$ cat src/rtl/rc4_key_search_ctrl_if.sv
// Bundle between the RC4 key-search sequencer and its sub-blocks, S RAM and host.
// master = the sequencer; slave = the surrounding datapath/host.
interface rc4_key_search_ctrl_if #(
  parameter int unsigned KEY_W = 24
) ();
  // start/finish: *_start is a 1-cycle pulse; *_finish may be a pulse or a level and
  // counts only while the sequencer sits in the matching *_WAIT state.
  logic             start;
  logic             init_start;
  logic             init_finish;
  logic             ksa_start;
  logic             ksa_finish;
  logic             prga_start;
  logic             prga_finish;
  logic             msg_ok;
  logic [7:0]       init_addr;
  logic [7:0]       init_data;
  logic             init_wen;
  logic [7:0]       ksa_addr;
  logic [7:0]       ksa_data;
  logic             ksa_wen;
  logic [7:0]       prga_addr;
  logic [7:0]       prga_data;
  logic             prga_wen;
  logic [7:0]       s_address;
  logic [7:0]       s_data;
  logic             s_wen;
  logic [1:0]       memory_sel;
  logic [KEY_W-1:0] secret_key;
  logic             busy;
  logic             found;
  logic             fail;
  logic             timeout;
  logic [3:0]       state_dbg;

  modport master (
    input  start, init_finish, ksa_finish, prga_finish, msg_ok,
    input  init_addr, init_data, init_wen,
    input  ksa_addr, ksa_data, ksa_wen,
    input  prga_addr, prga_data, prga_wen,
    output init_start, ksa_start, prga_start,
    output s_address, s_data, s_wen, memory_sel,
    output secret_key, busy, found, fail, timeout, state_dbg
  );

  modport slave (
    output start, init_finish, ksa_finish, prga_finish, msg_ok,
    output init_addr, init_data, init_wen,
    output ksa_addr, ksa_data, ksa_wen,
    output prga_addr, prga_data, prga_wen,
    input  init_start, ksa_start, prga_start,
    input  s_address, s_data, s_wen, memory_sel,
    input  secret_key, busy, found, fail, timeout, state_dbg
  );
endinterface

$ cat src/rtl/rc4_key_search_ctrl.sv
// RC4 key-search sequencer: per candidate key runs init -> KSA -> PRGA, arbitrates the
// single-port S RAM to the active sub-block, then checks the plaintext and reports or advances.
module rc4_key_search_ctrl #(
  parameter int unsigned      KEY_W     = 24,
  parameter logic [KEY_W-1:0] KEY_START = 24'h000000,
  parameter logic [KEY_W-1:0] KEY_MAX   = 24'h3FFFFF,
  parameter logic [15:0]      TIMEOUT   = 16'd2048
) (
  input logic                   clk,
  input logic                   reset,
  rc4_key_search_ctrl_if.master bus
);

  typedef enum logic [3:0] {
    ST_IDLE      = 4'd0,
    ST_INIT_GO   = 4'd1,
    ST_INIT_WAIT = 4'd2,
    ST_KSA_GO    = 4'd3,
    ST_KSA_WAIT  = 4'd4,
    ST_PRGA_GO   = 4'd5,
    ST_PRGA_WAIT = 4'd6,
    ST_CHECK     = 4'd7,
    ST_NEXT_KEY  = 4'd8,
    ST_FOUND     = 4'd9,
    ST_FAIL      = 4'd10
  } state_t;

  state_t           state_q, state_d;
  logic [KEY_W-1:0] key_q, key_d;
  logic [15:0]      wd_q, wd_d;
  logic             timeout_q, timeout_d;
  logic             wd_expired;

  always_ff @(posedge clk or posedge reset) begin
    if (reset) begin
      state_q   <= ST_IDLE;
      key_q     <= KEY_START;
      wd_q      <= 16'd0;
      timeout_q <= 1'b0;
    end else begin
      state_q   <= state_d;
      key_q     <= key_d;
      wd_q      <= wd_d;
      timeout_q <= timeout_d;
    end
  end

  // wd_q counts cycles already spent in the current WAIT state, so the limit is hit
  // on the TIMEOUT-th cycle there.
  assign wd_expired = (TIMEOUT != 16'd0) && (wd_q == (TIMEOUT - 16'd1));

  always_comb begin
    state_d   = state_q;
    key_d     = key_q;
    wd_d      = wd_q;
    timeout_d = timeout_q;
    case (state_q)
      ST_IDLE: begin
        if (bus.start) begin
          key_d   = KEY_START;
          state_d = ST_INIT_GO;
        end
      end
      ST_INIT_GO: begin
        wd_d    = 16'd0;
        state_d = ST_INIT_WAIT;
      end
      ST_INIT_WAIT: begin
        wd_d = wd_q + 16'd1;
        if (bus.init_finish) begin
          state_d = ST_KSA_GO;
        end else if (wd_expired) begin
          timeout_d = 1'b1;
          state_d   = ST_FAIL;
        end
      end
      ST_KSA_GO: begin
        wd_d    = 16'd0;
        state_d = ST_KSA_WAIT;
      end
      ST_KSA_WAIT: begin
        wd_d = wd_q + 16'd1;
        if (bus.ksa_finish) begin
          state_d = ST_PRGA_GO;
        end else if (wd_expired) begin
          timeout_d = 1'b1;
          state_d   = ST_FAIL;
        end
      end
      ST_PRGA_GO: begin
        wd_d    = 16'd0;
        state_d = ST_PRGA_WAIT;
      end
      ST_PRGA_WAIT: begin
        wd_d = wd_q + 16'd1;
        if (bus.prga_finish) begin
          state_d = ST_CHECK;
        end else if (wd_expired) begin
          timeout_d = 1'b1;
          state_d   = ST_FAIL;
        end
      end
      ST_CHECK: begin
        if (bus.msg_ok) begin
          state_d = ST_FOUND;
        end else if (key_q == KEY_MAX) begin
          state_d = ST_FAIL;
        end else begin
          state_d = ST_NEXT_KEY;
        end
      end
      ST_NEXT_KEY: begin
        key_d   = key_q + KEY_W'(1);
        state_d = ST_INIT_GO;
      end
      ST_FOUND, ST_FAIL: begin
        if (bus.start) begin
          timeout_d = 1'b0;
          key_d     = KEY_START;
          state_d   = ST_INIT_GO;
        end
      end
      default: state_d = ST_IDLE;
    endcase
  end

  always_comb begin
    bus.init_start = (state_q == ST_INIT_GO);
    bus.ksa_start  = (state_q == ST_KSA_GO);
    bus.prga_start = (state_q == ST_PRGA_GO);
    bus.busy       = (state_q != ST_IDLE) && (state_q != ST_FOUND) && (state_q != ST_FAIL);
    bus.found      = (state_q == ST_FOUND);
    bus.fail       = (state_q == ST_FAIL);
    bus.timeout    = timeout_q;
    bus.secret_key = key_q;
    bus.state_dbg  = state_q;
  end

  // S RAM grant follows the registered state directly, so the owner's request passes through
  // with no added latency; ungranted requests never reach the RAM.
  always_comb begin
    bus.memory_sel = 2'b00;
    bus.s_address  = 8'd0;
    bus.s_data     = 8'd0;
    bus.s_wen      = 1'b0;
    case (state_q)
      ST_INIT_GO, ST_INIT_WAIT: begin
        bus.memory_sel = 2'b01;
        bus.s_address  = bus.init_addr;
        bus.s_data     = bus.init_data;
        bus.s_wen      = bus.init_wen;
      end
      ST_KSA_GO, ST_KSA_WAIT: begin
        bus.memory_sel = 2'b10;
        bus.s_address  = bus.ksa_addr;
        bus.s_data     = bus.ksa_data;
        bus.s_wen      = bus.ksa_wen;
      end
      ST_PRGA_GO, ST_PRGA_WAIT: begin
        bus.memory_sel = 2'b11;
        bus.s_address  = bus.prga_addr;
        bus.s_data     = bus.prga_data;
        bus.s_wen      = bus.prga_wen;
      end
      default: ;
    endcase
  end

endmodule

$ cat src/flat_wrapper.sv
// flat-port wrapper written by rule: the top's interface ports become plain ports
module rc4_key_search_ctrl_flat 
#(
  parameter int unsigned      KEY_W     = 24,
  parameter logic [KEY_W-1:0] KEY_START = 24'h000000,
  parameter logic [KEY_W-1:0] KEY_MAX   = 24'h3FFFFF,
  parameter logic [15:0]      TIMEOUT   = 16'd2048
)
  (clk, reset, bus_start, bus_init_finish, bus_ksa_finish, bus_prga_finish, bus_msg_ok, bus_init_addr, bus_init_data, bus_init_wen, bus_ksa_addr, bus_ksa_data, bus_ksa_wen, bus_prga_addr, bus_prga_data, bus_prga_wen, bus_init_start, bus_ksa_start, bus_prga_start, bus_s_address, bus_s_data, bus_s_wen, bus_memory_sel, bus_secret_key, bus_busy, bus_found, bus_fail, bus_timeout, bus_state_dbg);
  rc4_key_search_ctrl_if #(.KEY_W(KEY_W)) bus_i ();
  input logic clk;
  input logic reset;
  input wire logic [$bits(bus_i.start)-1:0] bus_start;
  input wire logic [$bits(bus_i.init_finish)-1:0] bus_init_finish;
  input wire logic [$bits(bus_i.ksa_finish)-1:0] bus_ksa_finish;
  input wire logic [$bits(bus_i.prga_finish)-1:0] bus_prga_finish;
  input wire logic [$bits(bus_i.msg_ok)-1:0] bus_msg_ok;
  input wire logic [$bits(bus_i.init_addr)-1:0] bus_init_addr;
  input wire logic [$bits(bus_i.init_data)-1:0] bus_init_data;
  input wire logic [$bits(bus_i.init_wen)-1:0] bus_init_wen;
  input wire logic [$bits(bus_i.ksa_addr)-1:0] bus_ksa_addr;
  input wire logic [$bits(bus_i.ksa_data)-1:0] bus_ksa_data;
  input wire logic [$bits(bus_i.ksa_wen)-1:0] bus_ksa_wen;
  input wire logic [$bits(bus_i.prga_addr)-1:0] bus_prga_addr;
  input wire logic [$bits(bus_i.prga_data)-1:0] bus_prga_data;
  input wire logic [$bits(bus_i.prga_wen)-1:0] bus_prga_wen;
  output wire logic [$bits(bus_i.init_start)-1:0] bus_init_start;
  output wire logic [$bits(bus_i.ksa_start)-1:0] bus_ksa_start;
  output wire logic [$bits(bus_i.prga_start)-1:0] bus_prga_start;
  output wire logic [$bits(bus_i.s_address)-1:0] bus_s_address;
  output wire logic [$bits(bus_i.s_data)-1:0] bus_s_data;
  output wire logic [$bits(bus_i.s_wen)-1:0] bus_s_wen;
  output wire logic [$bits(bus_i.memory_sel)-1:0] bus_memory_sel;
  output wire logic [$bits(bus_i.secret_key)-1:0] bus_secret_key;
  output wire logic [$bits(bus_i.busy)-1:0] bus_busy;
  output wire logic [$bits(bus_i.found)-1:0] bus_found;
  output wire logic [$bits(bus_i.fail)-1:0] bus_fail;
  output wire logic [$bits(bus_i.timeout)-1:0] bus_timeout;
  output wire logic [$bits(bus_i.state_dbg)-1:0] bus_state_dbg;
  assign bus_i.start = bus_start;
  assign bus_i.init_finish = bus_init_finish;
  assign bus_i.ksa_finish = bus_ksa_finish;
  assign bus_i.prga_finish = bus_prga_finish;
  assign bus_i.msg_ok = bus_msg_ok;
  assign bus_i.init_addr = bus_init_addr;
  assign bus_i.init_data = bus_init_data;
  assign bus_i.init_wen = bus_init_wen;
  assign bus_i.ksa_addr = bus_ksa_addr;
  assign bus_i.ksa_data = bus_ksa_data;
  assign bus_i.ksa_wen = bus_ksa_wen;
  assign bus_i.prga_addr = bus_prga_addr;
  assign bus_i.prga_data = bus_prga_data;
  assign bus_i.prga_wen = bus_prga_wen;
  assign bus_init_start = bus_i.init_start;
  assign bus_ksa_start = bus_i.ksa_start;
  assign bus_prga_start = bus_i.prga_start;
  assign bus_s_address = bus_i.s_address;
  assign bus_s_data = bus_i.s_data;
  assign bus_s_wen = bus_i.s_wen;
  assign bus_memory_sel = bus_i.memory_sel;
  assign bus_secret_key = bus_i.secret_key;
  assign bus_busy = bus_i.busy;
  assign bus_found = bus_i.found;
  assign bus_fail = bus_i.fail;
  assign bus_timeout = bus_i.timeout;
  assign bus_state_dbg = bus_i.state_dbg;
  rc4_key_search_ctrl #(.KEY_W(KEY_W), .KEY_START(KEY_START), .KEY_MAX(KEY_MAX), .TIMEOUT(TIMEOUT)) u_core (.clk(clk), .reset(reset), .bus(bus_i));
endmodule
$ cat config.mk
export PLATFORM = sky130hd
export DESIGN_NAME = rc4_key_search_ctrl_flat
export DESIGN_NICKNAME = d
export VERILOG_FILES = /design/src/rtl/rc4_key_search_ctrl_if.sv /design/src/rtl/rc4_key_search_ctrl.sv /design/src/flat_wrapper.sv
export SDC_FILE = /design/constraint.sdc
export NUM_CORES = 1
export LEC_CHECK = 0
export ABC_AREA = 1
export ABC_CLOCK_PERIOD_IN_PS = 4800
export CAP_MARGIN = 10
export CORE_ASPECT_RATIO = 1.5
export CORE_MARGIN = 3
export CORE_UTILIZATION = 35
export CTS_CLUSTER_DIAMETER = 60
export CTS_CLUSTER_SIZE = 20
export DETAILED_ROUTE_END_ITERATION = 16
export SLEW_MARGIN = 25
export SYNTH_ARGS = -nofsm -noshare
export SYNTH_HDL_FRONTEND = slang
export SYNTH_SLANG_ARGS = --single-unit
export TNS_END_PERCENT = 10
$ cat constraint.sdc
create_clock -name clk -period 4.8 [get_ports clk]
set_input_delay 0.96 -clock clk [delete_from_list [all_inputs] [get_ports clk]]
set_output_delay 0.96 -clock clk [all_outputs]
set_load 0.1 [all_outputs]
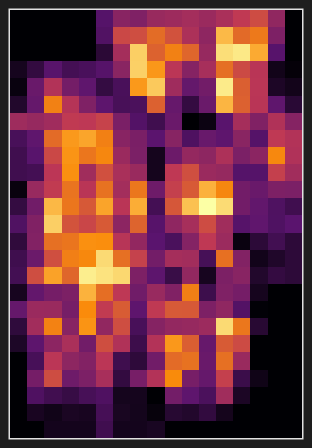
run_1/metal_density.png
The die is cut into 17 by 25 equal tiles; black is low, pale yellow is high, scaled to the fullest tile. Values are wire area over tile area, all layers added.
fullest tile: 0.47
densest ninth of the die: middle left
mean over tiles: 0.16

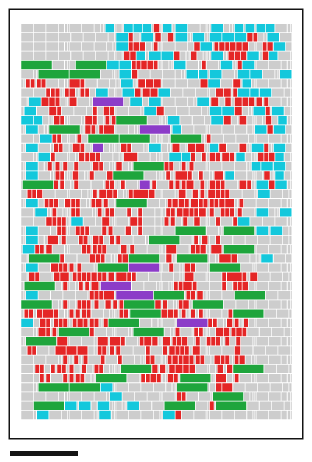
run_1/placement_by_type.png
The bar under the picture is 20 um long. Fill, decap, tap and diode cells in gray.
[cyan] other buffers and delay cells | cells: 113 | share of their area: 24%
[purple] clock drivers and dummy loads | cells: 8 | share of their area: 3.8%
[red] combinational and other logic | cells: 473 | share of their area: 48%
[green] flops | cells: 45 | share of their area: 25%
utilization after layout: 49.87%
fin area: 4668 um2
core area: 9361 um2
Rows: 43

==> flow_summary.yaml, run 1 <==
# generated from flow reports
run_status:
  status: "completed"
pwr:
  p_sw_share_pct: 65.87
  p_leak_uw: 0.002134
  p_per_area_nw_per_um2: 728.0
  finalPower_uw: 3398
  p_comb_uw: 2500
  clock_power_uw: 413
  internal_power_uw: 1160
  clockPowerShare_pct: 12.1
  seqPwrFrac_pct: 14.4
sta:
  setup_viol: 0
  hold_violations: 0
  tns_ps: 0
  hold_ws_ps: 508.6
  maxSlewViolCount: 0
  final.min_clock_period_ps: 3324
  setup_slack_ps: 1476
global_route:
  grt_max_degree: 46
  gr-usage-met2_pct: 37.48
  busiest_layer: "met2"
  grt_usage_pct: 20.80
  grt_pass1_vias: 3844
  grt_pass1_wl_um: 18240
  grt-ovfl-total: 0
  met1_usage_pct: 23.84
  grt_util_met3_pct: 3.574
detailed_routing:
  wl_met3_um: 506
  drt_pre_antenna_iters: 5
  wl_um: 11010
  avgViaCountPerCell: 5.117
  drtAntennaViolNets: 0
  wire_per_inst_um: 14.66
  wl_met2_um: 5725
  routed.top_layer: "met4"
  wl_met1_um: 4412
cells_and_area:
  diodes: 0
  n_all_buffers: 113
  drive_above_1_share_pct: 8.920
  layout.area.comb_um2: 1947
  seq_area_um2: 1126
  buf_share_pct: 22.94
  dominant_cells: "logic gates"
  seq_share_pct: 24.12
  flops: 45
  non_clock_inverter_count: 56
  clock_buffers: 5
  comb_area_share_pct: 41.70
  n_multi_input_combinational_cell: 417
cts:
  cts_setup_buffers: 0
  cts_tree: "done"
  clk-insertion-delay-late_ps: 290
  cts_buffers: 5
  clk_pin_slew_worst_paths_ps: 70
  cts_resized: 0
  cts_max_level: 2
  cts.path.max_buffers: 2
logic_synthesis:
  ys_sh_xor_pct: 3.626
  synth.distinct_cells: 33
  synth_area_per_cell_um2: 6.345
  top_logic_kind: "simple AND/OR/NAND/NOR gates"
  yosys-stat-area_um2: 3382
  ys.flops: 45
  ys_sh_mux_pct: 0
  synthArstFlopShare_pct: 100.0
  synthSimpleGateAreaFrac_pct: 43.58
  synthCells: 533
  yosysSeqAreaShare_pct: 33.30
  synth_compound_gate_area_share_pct: 9.619
  yosysTopAreaCellShare_pct: 33.30
  top_cell: "nand2_1"
  flop_cell: "dfrtp_1"
floorplan:
  core_util_floorplan_pct: 36.13
  chipHeight_um: 126.4
  ios: 112
  dieArea_um2: 10900
flow_run:
  maxCapViolCount: 0
  warnings: 26
critical_path:
  crit_path_end: "bus_fail"
  crit_required_ps: 3840
  arrival_ps: 2360
  slowest_delay_ps: 1120
  r2r_start: "u_core.bus.state_dbg[0]$_DFFE_PP0P_"
  cp_max_fo: 7
  critPathTopFamily: "buffers and inverters"
  worst-path-stages: 5
  r2r_end: "u_core.bus.secret_key[5]$_DFFE_PP0P_"
  crit_type: "flop to output pin"
  path_cells: "inv_2 > nor2_2 > nand2_2 > inv_1 > clkdlybuf4s50_1"
  setup.worst_path.start: "u_core.bus.state_dbg[1]$_DFFE_PP0P_"
  ff2ff_path_depth: 9
  cp_slowest_cell: "clkdlybuf4s50_1"
place:
  dp_hpwl_um: 8537
  dp_slack_ps: 1809
  place_area_um2: 4494
  routabilityCongestion: 0.9188
worst_hold_path:
  hold_class: "flop to flop"
  min_to: "u_core.wd_q[15]$_DFFE_PP0P_"
  hold_path_depth: 2
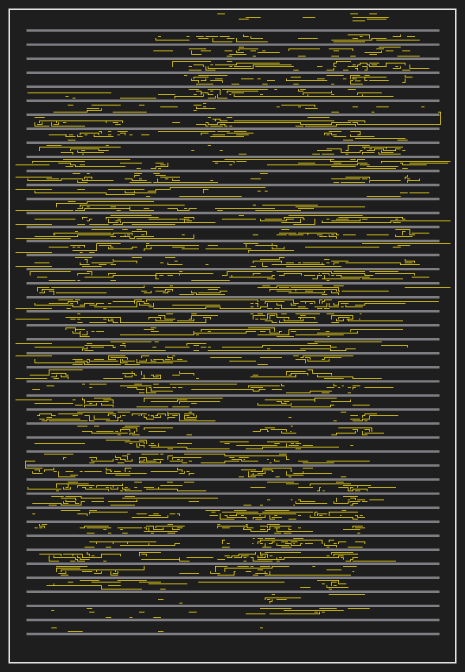
run_1/layer_met1.png
Supply wires on this layer in gray.
share of all routed wire: 40%
main direction: horizontal

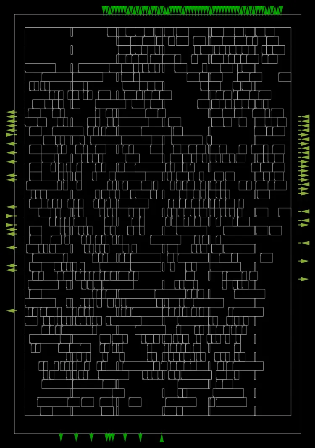
run_1/placement.png
count of non-filler cells in the finished layout: 751
TAP cells: 112
Fill cells: 963

--- run 2 (diff from run 1) ---
--- a/config.mk
+++ b/config.mk
@@ -6,7 +6,7 @@
 export NUM_CORES = 1
 export LEC_CHECK = 0
 export ABC_AREA = 1
-export ABC_CLOCK_PERIOD_IN_PS = 4800
+export ABC_CLOCK_PERIOD_IN_PS = 2800
 export CAP_MARGIN = 10
 export CORE_ASPECT_RATIO = 1.5
 export CORE_MARGIN = 3
@@ -14,6 +14,7 @@
 export CTS_CLUSTER_DIAMETER = 60
 export CTS_CLUSTER_SIZE = 20
 export DETAILED_ROUTE_END_ITERATION = 16
+export PLACE_DENSITY = 0.66
 export SLEW_MARGIN = 25
 export SYNTH_ARGS = -nofsm -noshare
 export SYNTH_HDL_FRONTEND = slang
==> constraint.sdc (replaced) <==
create_clock -name clk -period 2.8 [get_ports clk]
set_input_delay 0.56 -clock clk [delete_from_list [all_inputs] [get_ports clk]]
set_output_delay 0.56 -clock clk [all_outputs]
set_load 0.1 [all_outputs]
==> run 2 against run 1 <==
  * Global-route usage is 0.34 points higher
  * Largest cell class unchanged
  * First-iteration DRC count rose by 12%
  * Flip-flop count unchanged
  * Synthesized cell count stayed put
  * Critical endpoint is now bus_busy
  * Critical path depth is 1 higher
  * Utilization rose by 3.9 points
  * Die size is the same
  * Worst hold slack better by 5.4 ps
  * Combinational power rose by 110%
  * Non-clock buffer count rose by 5
  * Count of clock-buffer cells in the layout unchanged
==> flow_summary.yaml, run 2 <==
# generated from flow reports
floorplan:
  dieArea_um2: 10900
  nWellTaps: 112
  chipHeight_um: 126.4
  core.rowCount: 43
logic_synthesis:
  ys.flops: 45
  flop_cell: "dfrtp_1"
  ys_sh_mux_pct: 0
  synth_compound_gate_area_share_pct: 9.619
  ys_sh_xor_pct: 3.626
  synthCells: 533
  synthArstFlopShare_pct: 100.0
sta:
  hold_ws_ps: 514.0
  tns_ps: 0
  hold_violations: 0
  final.min_clock_period_ps: 2646
critical_path:
  cp_slowest_cell: "inv_1"
  path_cells: "inv_2 > nor2_1 > nand2_1 > nand3_2 > inv_1 > buf_12"
  r2r_start: "u_core.bus.state_dbg[3]$_DFFE_PP0P_"
  ff2ff_path_depth: 8
  arrival_ps: 2090
  slowest_delay_ps: 480
  worst-path-stages: 6
  crit_required_ps: 2240
  cp_max_fo: 14
  setup.worst_path.start: "u_core.bus.state_dbg[3]$_DFFE_PP0P_"
  r2r_end: "u_core.bus.secret_key[16]$_DFFE_PP0P_"
cts:
  clk_pin_slew_worst_paths_ps: 70
  cts_buffers: 5
  cts_max_level: 2
  cts_resized: 0
  cts.path.max_buffers: 2
pwr:
  p_per_area_nw_per_um2: 1341
  p_sw_share_pct: 59.94
  clock_power_uw: 696
  p_comb_uw: 5200
  clockPowerShare_pct: 10.3
  internal_power_uw: 2705
worst_hold_path:
  hold_class: "flop to flop"
  min_to: "u_core.wd_q[15]$_DFFE_PP0P_"
  hold_path_depth: 2
cells_and_area:
  clock_buffers: 5
  diodes: 0
  fin_cells: 756
  n_all_buffers: 118
  buf_share_pct: 26.14
  num-fill-cells: 910
  dominant_cells: "logic gates"
  n_multi_input_combinational_cell: 417
  seq_area_um2: 1136
  layout.area.comb_um2: 2059
  seq_share_pct: 22.56
detailed_routing:
  wl_um: 11430
  wire_per_inst_um: 15.12
  wl_met1_um: 4512
  routed.top_layer: "met4"
  wl_met3_um: 491
  avgViaCountPerCell: 5.176
global_route:
  busiest_layer: "met2"
  grt-ovfl-total: 0
  grt_max_degree: 25
  met1_usage_pct: 23.99
  grt_pass1_vias: 3837
  grt_pass1_wl_um: 18600
place:
  dp_slack_ps: 365.6
  place_area_um2: 4852
  dp_hpwl_um: 9028
flow_run:
  maxCapViolCount: 0
  warnings: 27
run_status:
  status: "completed"
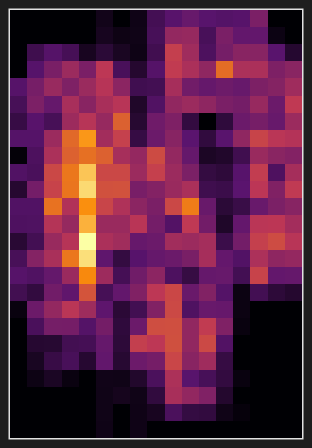
run_2/metal_density.png
The die is cut into 17 by 25 equal tiles; black is low, pale yellow is high, scaled to the fullest tile. Values are wire area over tile area, all layers added.
densest ninth of the die: middle left
mean over tiles: 0.17
tiles over half the peak: 12%
Total GRT Usage: 21.13%
via count: 3913

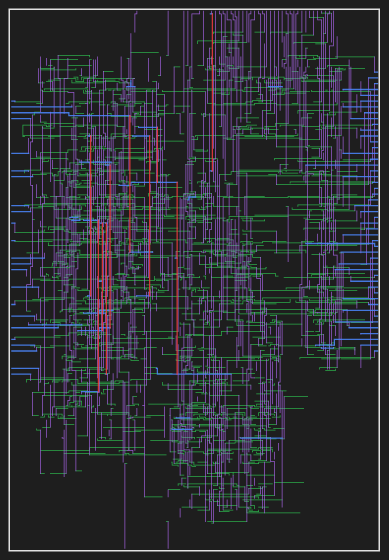
run_2/wires.png
[green] metal 1 | wire length: 4510 um
[blue] metal 3 | wire length: 492 um
[red] metal 4 | wire length: 340 um
[purple] metal 2 | wire length: 6080 um

Power is estimated from default activity; no workload was simulated.
